--- config.mk ---
export PLATFORM = sky130hd
export DESIGN_NAME = sha_block_ctrl
export DESIGN_NICKNAME = d
export VERILOG_FILES = /design/src/rtl/sha_block_ctrl.sv
export SDC_FILE = /design/constraint.sdc
export NUM_CORES = 1
export LEC_CHECK = 0
export ABC_AREA = 1
export CAP_MARGIN = 40
export CORE_MARGIN = 2
export CORE_UTILIZATION = 65
export CTS_BUF_LIST = sky130_fd_sc_hd__clkbuf_8
export DETAILED_ROUTE_END_ITERATION = 10
export PLACE_DENSITY_LB_ADDON = 0.05
export REMOVE_ABC_BUFFERS = 1
export SYNTH_ARGS = -nofsm -noshare
export SYNTH_HDL_FRONTEND = slang
export SYNTH_SLANG_ARGS = --single-unit
--- constraint.sdc ---
create_clock -name clk -period 11.9 [get_ports clk]
set_input_delay 1.19 -clock clk [delete_from_list [all_inputs] [get_ports clk]]
set_output_delay 1.19 -clock clk [all_outputs]
set_load 0.01 [all_outputs]
--- src/rtl/sha_block_ctrl.sv ---
// Ping-pong block buffer and start/done sequencer between the Message Packer
// word stream and the SHA-256 compression core.
module sha_block_ctrl #(
  parameter int DATA_WIDTH    = 32,
  parameter int WORDS_PER_BLK = 16,
  parameter int BLK_CNT_W     = 8
) (
  input  logic                  clk,
  input  logic                  rst_n,
  input  logic [DATA_WIDTH-1:0] mp_data_in,
  input  logic                  mp_dv_in,
  input  logic [BLK_CNT_W-1:0]  cfg_blocks_in,
  output logic                  core_start_out,
  output logic                  core_first_out,
  input  logic [$clog2(WORDS_PER_BLK)-1:0] core_rd_idx_in,
  output logic [DATA_WIDTH-1:0] core_word_out,
  input  logic                  core_done_in,
  output logic                  msg_done_out,
  output logic                  busy_out,
  output logic                  err_overflow_out
);

  localparam int IDX_W = $clog2(WORDS_PER_BLK);
  localparam logic [IDX_W-1:0] LAST_IDX = IDX_W'(WORDS_PER_BLK - 1);

  typedef enum logic [1:0] {IDLE, START, RUN, FINISH} state_t;

  state_t                 state;
  logic [DATA_WIDTH-1:0]  bank [2*WORDS_PER_BLK];
  logic [1:0]             full;
  logic [1:0]             full_next;
  logic                   wr_bank;
  logic                   rd_bank;
  logic [IDX_W-1:0]       wr_cnt;
  logic [BLK_CNT_W-1:0]   blk_rx;
  logic [BLK_CNT_W-1:0]   blk_done;
  logic [BLK_CNT_W-1:0]   blk_total;
  logic [BLK_CNT_W-1:0]   total_eff;
  logic                   done_run;
  logic                   bank_free;
  logic                   accept;
  logic                   last_word;
  logic                   last_blk;

  // A bank released by the core this very cycle is already writable.
  assign done_run  = (state == RUN) && core_done_in;
  assign bank_free = !full[wr_bank] || (done_run && (rd_bank == wr_bank));
  assign total_eff = busy_out ? blk_total
                   : ((cfg_blocks_in == '0) ? BLK_CNT_W'(1) : cfg_blocks_in);
  assign accept    = mp_dv_in && bank_free && (blk_rx < total_eff);
  assign last_word = (wr_cnt == LAST_IDX);
  assign last_blk  = ({1'b0, blk_done} + 1'b1) == {1'b0, blk_total};

  always_comb begin
    full_next = full;
    if (done_run)
      full_next[rd_bank] = 1'b0;
    if (accept && last_word)
      full_next[wr_bank] = 1'b1;
  end

  always_ff @(posedge clk) begin
    if (accept)
      bank[{wr_bank, wr_cnt}] <= mp_data_in;
  end

  always_ff @(posedge clk) begin
    if (!rst_n)
      core_word_out <= '0;
    else
      core_word_out <= bank[{rd_bank, core_rd_idx_in}];
  end

  always_ff @(posedge clk) begin
    if (!rst_n) begin
      state            <= IDLE;
      full             <= '0;
      wr_bank          <= 1'b0;
      rd_bank          <= 1'b0;
      wr_cnt           <= '0;
      blk_rx           <= '0;
      blk_done         <= '0;
      blk_total        <= '0;
      core_start_out   <= 1'b0;
      core_first_out   <= 1'b0;
      msg_done_out     <= 1'b0;
      busy_out         <= 1'b0;
      err_overflow_out <= 1'b0;
    end else begin
      core_start_out <= 1'b0;
      core_first_out <= 1'b0;
      msg_done_out   <= 1'b0;
      full           <= full_next;

      if (mp_dv_in && !accept)
        err_overflow_out <= 1'b1;
      if (accept) begin
        if (!busy_out) begin
          busy_out  <= 1'b1;
          blk_total <= total_eff;
        end
        if (last_word) begin
          wr_cnt  <= '0;
          wr_bank <= ~wr_bank;
          blk_rx  <= blk_rx + 1'b1;
        end else begin
          wr_cnt <= wr_cnt + 1'b1;
        end
      end

      case (state)
        IDLE: begin
          if (full[rd_bank])
            state <= START;
        end
        START: begin
          core_start_out <= 1'b1;
          core_first_out <= (blk_done == '0);
          state          <= RUN;
        end
        RUN: begin
          if (core_done_in) begin
            rd_bank  <= ~rd_bank;
            blk_done <= blk_done + 1'b1;
            state    <= last_blk ? FINISH : IDLE;
          end
        end
        FINISH: begin
          // Message closes here; counters rewind for the next one.
          msg_done_out <= 1'b1;
          busy_out     <= 1'b0;
          blk_rx       <= '0;
          blk_done     <= '0;
          wr_cnt       <= '0;
          state        <= IDLE;
        end
        default: state <= IDLE;
      endcase
    end
  end

endmodule

==> impl_metrics.ini <==
; flow metrics
[run_status]
status = completed

[min_path]
min_to = blk_done[7]$_SDFFE_PN0P_
holdCritPathClass = reg2reg
hp-start = blk_done[7]$_SDFFE_PN0P_
hold_depth = 2

[final_layout]
final_layout_size_suffix_gt1_share_pct = 10.5
largestRegisters = bank: 1024 flops, core_word_out: 32 flops
comb_area_sq_um = 9680
largest_register = bank
nFillCells = 4216
largest_reg_flops = 1024
areaGrowthSynthToFinish_pct = 12.8

[logic_synthesis]
ys_sh_mux_pct = 0
common_cells = edfxtp_1 (1024), nor2_1 (624), o21ai_0 (523)
syn_inst = 3268
xor_share_pct = 0.143
ys_seq_share_pct = 74.8
simple_gate_share_pct = 8.78
ys_sh_aoi_pct = 12.7
edf_count = 1024
yosysTopAreaCell = edfxtp_1
ys.flops = 1095
synth_area_sq_um = 43000
most_common_cell = edfxtp_1
ys_cells = 3268
yosysUniqueCellTypes = 41
async_reset_ff_share_pct = 0
synth.area.top_cells = edfxtp_1 (72%), o21ai_0 (6.1%), nor2_1 (5.4%)
yosysWarnings = 0
logic_family = AND-OR/OR-AND gates
top_area_share_pct = 71.5

[cts]
post-cts-setup-buffer-count = 0
cts_hold_buf = 0
numCtsBuffers = 166
cts_tree = yes
cts.reportedPaths.clkPinSlew_ps = 60
clk_latency_ps = 810
cts_max_level = 4
cts_root_buffer = clkbuf_8

[power_and_ir_drop]
p_per_area_nw_per_um2 = 157
p_leak_uw = 0.0159

[floorplan]
io_pins = 85
dieArea_sq_um = 68200
core_sq_um = 65600
fp_util_pct = 65.5

[placed_design]
dp_hpwl_mm = 59.7
port_buffers = 84
globalplace.congestion = 0.875

[critical_path]
crit_path_top_delay_cell = nor2_4
cp.required_ps = 12330
critPathKind = in2reg
cp-start-kind = input pin
crit_start = cfg_blocks_in[5]
reg2reg_slack_ps = 7820
path_cells = clkdlybuf4s50_1, o21ai_0, ha_1, a21oi_1, nor2_1, nor2_1, o21ai_1, nor2_8, nand2_4, inv_4, nand2_2, nor2_4, buf_4
crit_end = bank[7][1]$_DFFE_PP_
slowest_delay_ps = 610
crit_top_cell = nor2_1
worstPathMaxFanout = 19
worstPathArrival_ps = 4630
path_depth = 13

[global_routing]
busiest_layer = met2
grtUsageMet2_pct = 53.1
grt_pass1_vias = 28000
overflow = 0
grtUsageMet3_pct = 8.37

[final_timing]
worstMarginPinSlew_ps = 1010
max-slew-margin-rel_pct = 32.7
fin_skew_ps = 25.0
holdWs_ps = 495
rsz0062_at_grt = false
hold_viol = 0
maxSlewViolCount = 0
fmax_mhz = 238
final-setup-viol-count = 0

[route]
drt_iter0_markers = 3985
vias_per_cell = 6.52
m1WireLength_mm = 43.6
antenna_left = 0
drc = 0
dr_wl_met2_mm = 53.5
highest_layer = met4
wl_met3_mm = 12.8

[flow_run]
cap_violations = 0
warnings = 34
==> worst reg2reg max path: cells and delay by family, from the launching register on <==
family | cells | cell delay (ps)
AND-OR/OR-AND | 3 | 560
adder cells (fa/ha/maj) | 1 | 320
buffers and inverters | 2 | 690
flip-flops | 1 | 670
AND/OR/NAND/NOR | 6 | 1450
==> metrics by stage <==
stage / cells / cell area (sq um) / worst slack, ps / utilization [%] / total power [uW]
floorplan: 3037 / 41900 / 7080 / - / 4530
global placement: 4036 / 44400 / 7010 / 67.7 / 4750
detailed placement: 4079 / 45300 / 6980 / 69.0 / 4790
CTS: 4384 / 48500 / 7820 / 73.8 / 7640
global route: 4386 / 48500 / 7560 / 73.9 / 7840
finish: 4386 / 48500 / 7700 / 73.9 / 7620
==> cell usage in the layout (no fill, tap or decap), types with 9 or more instances in the layout <==
cell type        instances
clkinv_2                 9
inv_1                  130
nand4_1                 14
o21a_1                  10
o21ai_1                 46
buf_8                   26
a31oi_1                 32
a21oi_1                 65
edfxtp_1              1024
nand2_1                146
o221ai_1               172
buf_4                   52
nor2_1                 594
o22ai_1                 71
nor2_4                  30
clkinv_1                19
dfxtp_1                 70
nand3_1                125
clkbuf_8               197
ha_1                    14
buf_16                  16
clkdlybuf4s50_1         79
o21ai_0                523
==> power breakdown <==
part,switching (uW),internal (uW),leakage (uW)
logic,321,144,0.00426
registers,13.4,4240,0.00981
clock network,1400,1500,0.00187
==> final cells by class <==
class	instances	share of cell area, %
Antenna cell	1	0.00516
Sequential cell	1095	66.4
Timing Repair Buffer	179	4.32
Tap cell	864	2.23
Inverter	68	0.578
Clock buffer	197	5.59
Multi-Input combinational cell	1874	20.0
Clock inverter	108	0.942
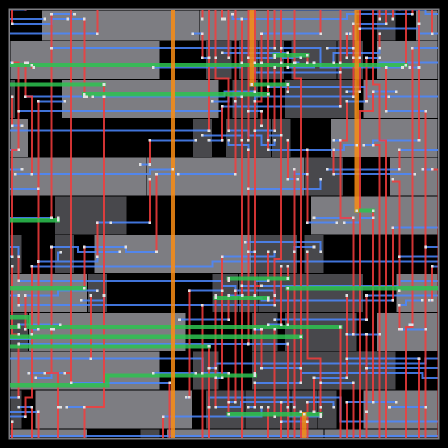
Fig. 1. Zoomed window.
Region (116, 168) to (146, 198) um. Cells in grey, sequential cells in the stronger grey; small squares are vias.
colour	layer
orange	met4
blue	met1
red	met2
green	met3
netlist names of flops here include	bank (12)
most frequent	edfxtp_1 (12), nor2_1 (8), o21ai_0 (6)
cells with their middle in the window	40
sequential cells in the window	12

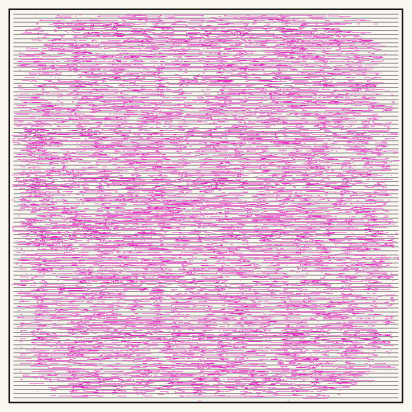
Fig. 2. Metal 1.
(1.5 px per um) Supply wires on this layer in grey.
wire length on this layer	43.6 mm
longest straight run	113 um

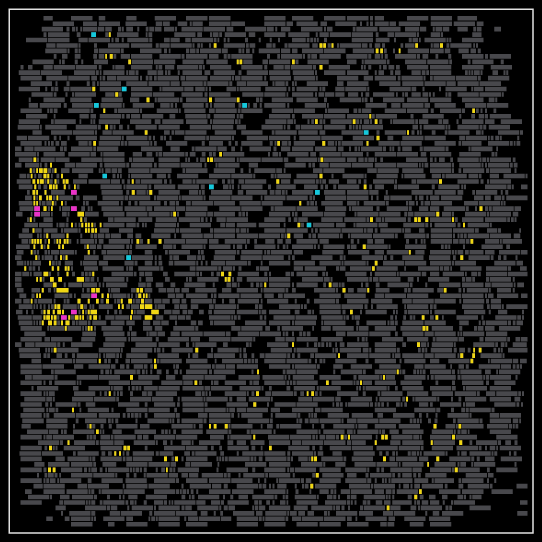
Fig. 3. Gate families picked out.
(2 px per um)
colour	family	cells
cyan	AND-OR and OR-AND gates	10
yellow	NAND gates	295
magenta	XOR/XNOR gates	7

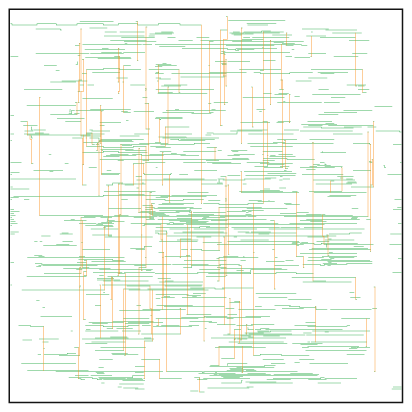
Fig. 4. Signal wires by layer.
(1.5 px per um) Two of the layers only.
colour	layer	wire length
orange	met4	4090 um
green	met3	12800 um
total track usage: 33.9%
wire per inst: 26.0 um
DR vias: 28600
drt total wl: 114 mm

Power figures rest on the tool's default switching activity, not on a simulated workload.
